$ cat src/rtl/muldiv_ctrl_if.sv
// rtl/muldiv_ctrl_if.sv - mult/div request, HI/LO access and stall bundle
// signed_op exists only when MULDIV_SIGNED_EN is defined.
interface muldiv_ctrl_if #(parameter int WIDTH = 32);
  logic             start;
  logic             mul0_div1_sel;
  logic [WIDTH-1:0] op_a;
  logic [WIDTH-1:0] op_b;
`ifdef MULDIV_SIGNED_EN
  logic             signed_op;
`endif
  logic             hilo_rd_req;
  logic             hi0_lo1_sel;
  logic             hilo_wr_en;
  logic [WIDTH-1:0] hilo_wr_data;
  logic [WIDTH-1:0] hilo_rd_data;
  logic             stall;
  logic             busy;
  logic             done;
  logic             div_zero;

  modport master (
`ifdef MULDIV_SIGNED_EN
    output signed_op,
`endif
    output start, mul0_div1_sel, op_a, op_b,
    output hilo_rd_req, hi0_lo1_sel, hilo_wr_en, hilo_wr_data,
    input  hilo_rd_data, stall, busy, done, div_zero
  );

  modport slave (
`ifdef MULDIV_SIGNED_EN
    input  signed_op,
`endif
    input  start, mul0_div1_sel, op_a, op_b,
    input  hilo_rd_req, hi0_lo1_sel, hilo_wr_en, hilo_wr_data,
    output hilo_rd_data, stall, busy, done, div_zero
  );
endinterface

$ cat src/rtl/muldiv_ctrl.sv
// rtl/muldiv_ctrl.sv - iterative shift-add multiply / restoring divide with HI/LO registers
// Optional signed operation is enabled by defining MULDIV_SIGNED_EN.
module muldiv_ctrl #(
  parameter int WIDTH = 32
) (
  input logic          clk,
  input logic          rst,
  muldiv_ctrl_if.slave bus
);
  localparam int CW = $clog2(WIDTH) + 1;

  typedef enum logic {IDLE, RUN} state_t;

  state_t               state, state_nxt;
  logic [CW-1:0]        cnt;
  logic                 is_div, dz;
  logic [WIDTH-1:0]     opnd;
  logic [2*WIDTH-1:0]   work, work_nxt, res;
  logic [WIDTH-1:0]     hi, lo;
  logic                 done_r, dz_r;
  logic                 launch, last;
  logic [WIDTH-1:0]     mag_a, mag_b;
  logic [WIDTH:0]       add_sum, shifted;
  logic                 borrow;
  logic [WIDTH-1:0]     sub;

`ifdef MULDIV_SIGNED_EN
  logic sa, sb, neg_q, neg_r;
  assign sa    = bus.signed_op & bus.op_a[WIDTH-1];
  assign sb    = bus.signed_op & bus.op_b[WIDTH-1];
  assign mag_a = sa ? -bus.op_a : bus.op_a;
  assign mag_b = sb ? -bus.op_b : bus.op_b;
`else
  assign mag_a = bus.op_a;
  assign mag_b = bus.op_b;
`endif

  always_ff @(posedge clk or posedge rst) begin
    if (rst) state <= IDLE;
    else     state <= state_nxt;
  end

  always_comb begin
    state_nxt = state;
    launch    = 1'b0;
    last      = 1'b0;
    case (state)
      IDLE: if (bus.start) begin
        launch    = 1'b1;
        state_nxt = RUN;
      end
      RUN: if (cnt == CW'(WIDTH - 1)) begin
        last      = 1'b1;
        state_nxt = IDLE;
      end
      default: state_nxt = IDLE;
    endcase
  end

  // work holds {acc, multiplier} for multiply and {remainder, dividend/quotient} for divide
  always_comb begin
    add_sum = {1'b0, work[2*WIDTH-1:WIDTH]} + (work[0] ? {1'b0, opnd} : '0);
    shifted = {work[2*WIDTH-1:WIDTH], work[WIDTH-1]};
    borrow  = shifted < {1'b0, opnd};
    sub     = shifted[WIDTH-1:0] - opnd;
    if (!is_div)
      work_nxt = {add_sum, work[WIDTH-1:1]};
    else if (!borrow)
      work_nxt = {sub, work[WIDTH-2:0], 1'b1};
    else
      work_nxt = {shifted[WIDTH-1:0], work[WIDTH-2:0], 1'b0};
  end

  always_comb begin
    res = work_nxt;
`ifdef MULDIV_SIGNED_EN
    if (!is_div) begin
      if (neg_q) res = -work_nxt;
    end else begin
      if (neg_r) res[2*WIDTH-1:WIDTH] = -work_nxt[2*WIDTH-1:WIDTH];
      if (neg_q) res[WIDTH-1:0] = -work_nxt[WIDTH-1:0];
    end
`endif
    // a zero divisor leaves the dividend in the remainder; only LO needs forcing
    if (dz) res[WIDTH-1:0] = '1;
  end

  always_ff @(posedge clk or posedge rst) begin
    if (rst) begin
      cnt    <= '0;
      is_div <= 1'b0;
      dz     <= 1'b0;
      opnd   <= '0;
      work   <= '0;
      hi     <= '0;
      lo     <= '0;
      done_r <= 1'b0;
      dz_r   <= 1'b0;
`ifdef MULDIV_SIGNED_EN
      neg_q  <= 1'b0;
      neg_r  <= 1'b0;
`endif
    end else begin
      done_r <= last;
      dz_r   <= last & dz;
      if (launch) begin
        cnt    <= '0;
        is_div <= bus.mul0_div1_sel;
        dz     <= bus.mul0_div1_sel & (bus.op_b == '0);
        opnd   <= bus.mul0_div1_sel ? mag_b : mag_a;
        work   <= {{WIDTH{1'b0}}, (bus.mul0_div1_sel ? mag_a : mag_b)};
`ifdef MULDIV_SIGNED_EN
        neg_q  <= sa ^ sb;
        neg_r  <= sa;
`endif
      end else if (state == RUN) begin
        cnt  <= cnt + CW'(1);
        work <= work_nxt;
        if (last) {hi, lo} <= res;
      end else if (bus.hilo_wr_en) begin
        if (bus.hi0_lo1_sel) lo <= bus.hilo_wr_data;
        else                 hi <= bus.hilo_wr_data;
      end
    end
  end

  assign bus.busy         = (state == RUN);
  assign bus.done         = done_r;
  assign bus.div_zero     = dz_r;
  assign bus.stall        = bus.busy & (bus.start | bus.hilo_rd_req | bus.hilo_wr_en);
  assign bus.hilo_rd_data = bus.hi0_lo1_sel ? lo : hi;
endmodule

$ cat src/flat_wrapper.sv
// flat-port wrapper written by rule: the top's interface ports become plain ports
module muldiv_ctrl_flat 
#(
  parameter int WIDTH = 32
)
  (clk, rst, bus_start, bus_mul0_div1_sel, bus_op_a, bus_op_b, bus_hilo_rd_req, bus_hi0_lo1_sel, bus_hilo_wr_en, bus_hilo_wr_data, bus_hilo_rd_data, bus_stall, bus_busy, bus_done, bus_div_zero);
  muldiv_ctrl_if #(.WIDTH(WIDTH)) bus_i ();
  input logic clk;
  input logic rst;
  input wire logic [$bits(bus_i.start)-1:0] bus_start;
  input wire logic [$bits(bus_i.mul0_div1_sel)-1:0] bus_mul0_div1_sel;
  input wire logic [$bits(bus_i.op_a)-1:0] bus_op_a;
  input wire logic [$bits(bus_i.op_b)-1:0] bus_op_b;
  input wire logic [$bits(bus_i.hilo_rd_req)-1:0] bus_hilo_rd_req;
  input wire logic [$bits(bus_i.hi0_lo1_sel)-1:0] bus_hi0_lo1_sel;
  input wire logic [$bits(bus_i.hilo_wr_en)-1:0] bus_hilo_wr_en;
  input wire logic [$bits(bus_i.hilo_wr_data)-1:0] bus_hilo_wr_data;
  output wire logic [$bits(bus_i.hilo_rd_data)-1:0] bus_hilo_rd_data;
  output wire logic [$bits(bus_i.stall)-1:0] bus_stall;
  output wire logic [$bits(bus_i.busy)-1:0] bus_busy;
  output wire logic [$bits(bus_i.done)-1:0] bus_done;
  output wire logic [$bits(bus_i.div_zero)-1:0] bus_div_zero;
  assign bus_i.start = bus_start;
  assign bus_i.mul0_div1_sel = bus_mul0_div1_sel;
  assign bus_i.op_a = bus_op_a;
  assign bus_i.op_b = bus_op_b;
  assign bus_i.hilo_rd_req = bus_hilo_rd_req;
  assign bus_i.hi0_lo1_sel = bus_hi0_lo1_sel;
  assign bus_i.hilo_wr_en = bus_hilo_wr_en;
  assign bus_i.hilo_wr_data = bus_hilo_wr_data;
  assign bus_hilo_rd_data = bus_i.hilo_rd_data;
  assign bus_stall = bus_i.stall;
  assign bus_busy = bus_i.busy;
  assign bus_done = bus_i.done;
  assign bus_div_zero = bus_i.div_zero;
  muldiv_ctrl #(.WIDTH(WIDTH)) u_core (.clk(clk), .rst(rst), .bus(bus_i));
endmodule
$ cat config.mk
export PLATFORM = sky130hd
export DESIGN_NAME = muldiv_ctrl_flat
export DESIGN_NICKNAME = d
export VERILOG_FILES = /design/src/rtl/muldiv_ctrl_if.sv /design/src/rtl/muldiv_ctrl.sv /design/src/flat_wrapper.sv
export SDC_FILE = /design/constraint.sdc
export NUM_CORES = 1
export LEC_CHECK = 0
export ABC_AREA = 1
export CAP_MARGIN = 40
export CORE_MARGIN = 4
export CORE_UTILIZATION = 55
export DETAILED_ROUTE_END_ITERATION = 6
export PLACE_DENSITY = 0.86
export SYNTH_ARGS = -nofsm -noshare
export SYNTH_HDL_FRONTEND = slang
export SYNTH_SLANG_ARGS = --single-unit
export TNS_END_PERCENT = 5
$ cat constraint.sdc
create_clock -name clk -period 6.7 [get_ports clk]
set_input_delay 1.675 -clock clk [delete_from_list [all_inputs] [get_ports clk]]
set_output_delay 1.675 -clock clk [all_outputs]
set_load 0.1 [all_outputs]
Fig. 1: PDN straps and rails
(2 px per um) Pins as bars on the die edge.
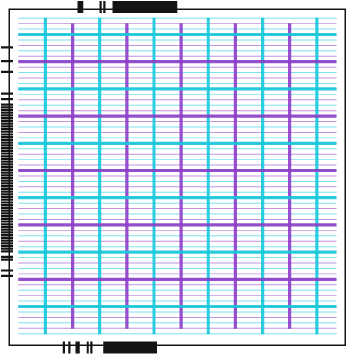
| net | color |
|---|---|
| VSS | cyan |
| VDD | purple |
met5 straps: 11
met4 straps: 11
signal pins: 139
rows: 58
met1 rails: 59

Fig. 2: congestion heat map
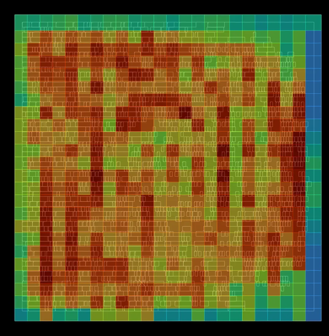
met2 GRT Util: 59.1%
Final Util: 66.5%

==> notes.md <==
run metrics: Final WS setup 1.49 ns, Top Ports 139, Setup crit start bus_hi0_lo1_sel, post-CTS sizing 0, Multiplexer share 5.00%, share of cells above drive strength 1 9.19%, initial antenna violation count 0, seq_cells 171, Synth Area in XOR/XNOR 0.941%, Synth warnings 0, max layer used met4, clock slew at reported path FFs 0.08 ns, hold path endpoint u_core.lo[19], Non-Filler Instances 2,582, tap cells 330, area reported by Yosys stat 14,000 um^2, hold_sp u_core.lo[19], Hold WC Path Type reg2reg, Main logic family simple AND/OR/NAND/NOR gates, Fmax 192 MHz, final slew viol count 0, CLK BUF 18, chip area 28,000 um^2, failing checks design-rule violations, Clock Sinks 171, total track usage 37.0%, critical path endpoint bus_hilo_rd_data[9], DRC 1, clock root cell clkbuf_16, Routed Antenna Nets 0, Hold Vio Cnt, Final 0, CTS tree built, layout filler cell count 2,156, WL met1 21,300 um, largest stage delay on the critical path 0.72 ns, status finished with violations, CTS Buffer Depth 2, worst r2r dst u_core.hi[5], top cells by area dfrtp_1 (31%), nand2_1 (16%), inv_1 (7.8%), Crit path required time 5.03 ns, yosys aoi share 16.6%, Signal buffers 192, placed instance count 2,550, worst-skew pair later-pin latency 0.44 ns, Comb area share 48.8%, Top cells excl fill/tap nand2_1 (608), inv_1 (287), a21oi_1 (201), Crit path arrival time 3.53 ns, Yosys top cell by area dfrtp_1, WL final 53,000 um, post-DR vias/cell 6.07, Worst Tran Pin Value 0.958 ns, clock skew 0.0197 ns, setup violators final 0, IO buf count 138, Comb gate area 8160 um^2, Final clock-cell share 3.62%, final worst path period share 77.7%, Area leader share 30.7%, Setup CP Type in2out, global route hottest layer met2, buffer share of cell area 12.8%, hold buffer count at CTS 0
Fig. 3: register map, names as in the netlist
(3 px per um) Other sequential cells in the stronger gray, the rest of the logic in the fainter gray.
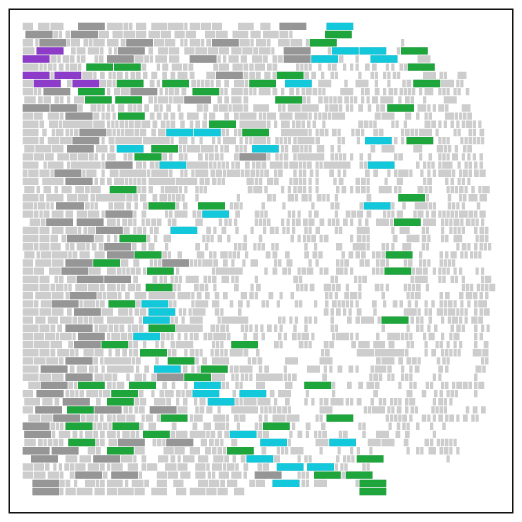
| netlist name | color | sequential cells |
|---|---|---|
| u_core.opnd | cyan | 32 |
| u_core.work | green | 64 |
| u_core.cnt | purple | 6 |
not colored: 69
register area: 4280 um^2
Seq area share: 25.6%

Fig. 4: cells colored by class
(3 px per um) Fill, decap, tap and diode cells in gray.
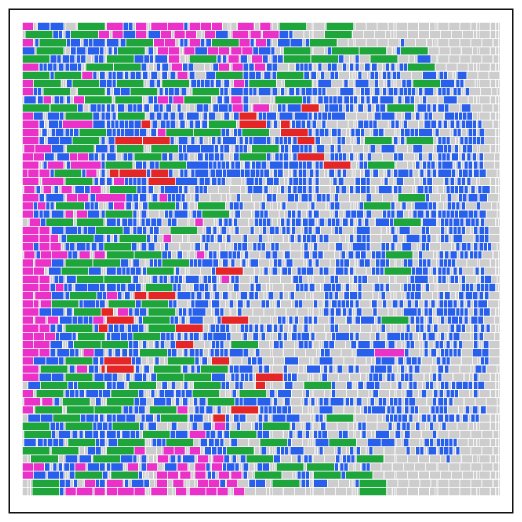
| class | color | cells | share of their area |
|---|---|---|---|
| combinational and other logic | blue | 1,857 | 57% |
| clock drivers and dummy loads | red | 32 | 3.7% |
| sequential cells | green | 171 | 26% |
| remaining buffers and delay cells | magenta | 192 | 13% |
post-route cell area: 16,700 um^2
Core ar.: 25,100 um^2
FP Rows: 58

[state kept, by name, summed over array words and instances, names as in the netlist]
signal / count
u_core.lo: 32
u_core.bus.div_zero: 1
u_core.opnd: 32
u_core.hi: 32
u_core.bus.busy: 1
u_core.is_div: 1
u_core.cnt: 6
u_core.dz: 1
u_core.work: 64
u_core.bus.done: 1
[critical path: cells and delay by family]
family	cells	cell delay (ns)
buffers and inverters	3	1.42
muxes	1	0.43
[cells in the mapped netlist, types with 17 or more instances]
library cell  number
a31oi_1           17
ha_1              65
inv_1            289
o21ai_0          129
dfrtp_1          171
nand2_1          608
a21oi_2           21
a21oi_1          201
mux2_2            62
clkbuf_1          55
nand4_1           23
nor2_1           190
nand3_1          123
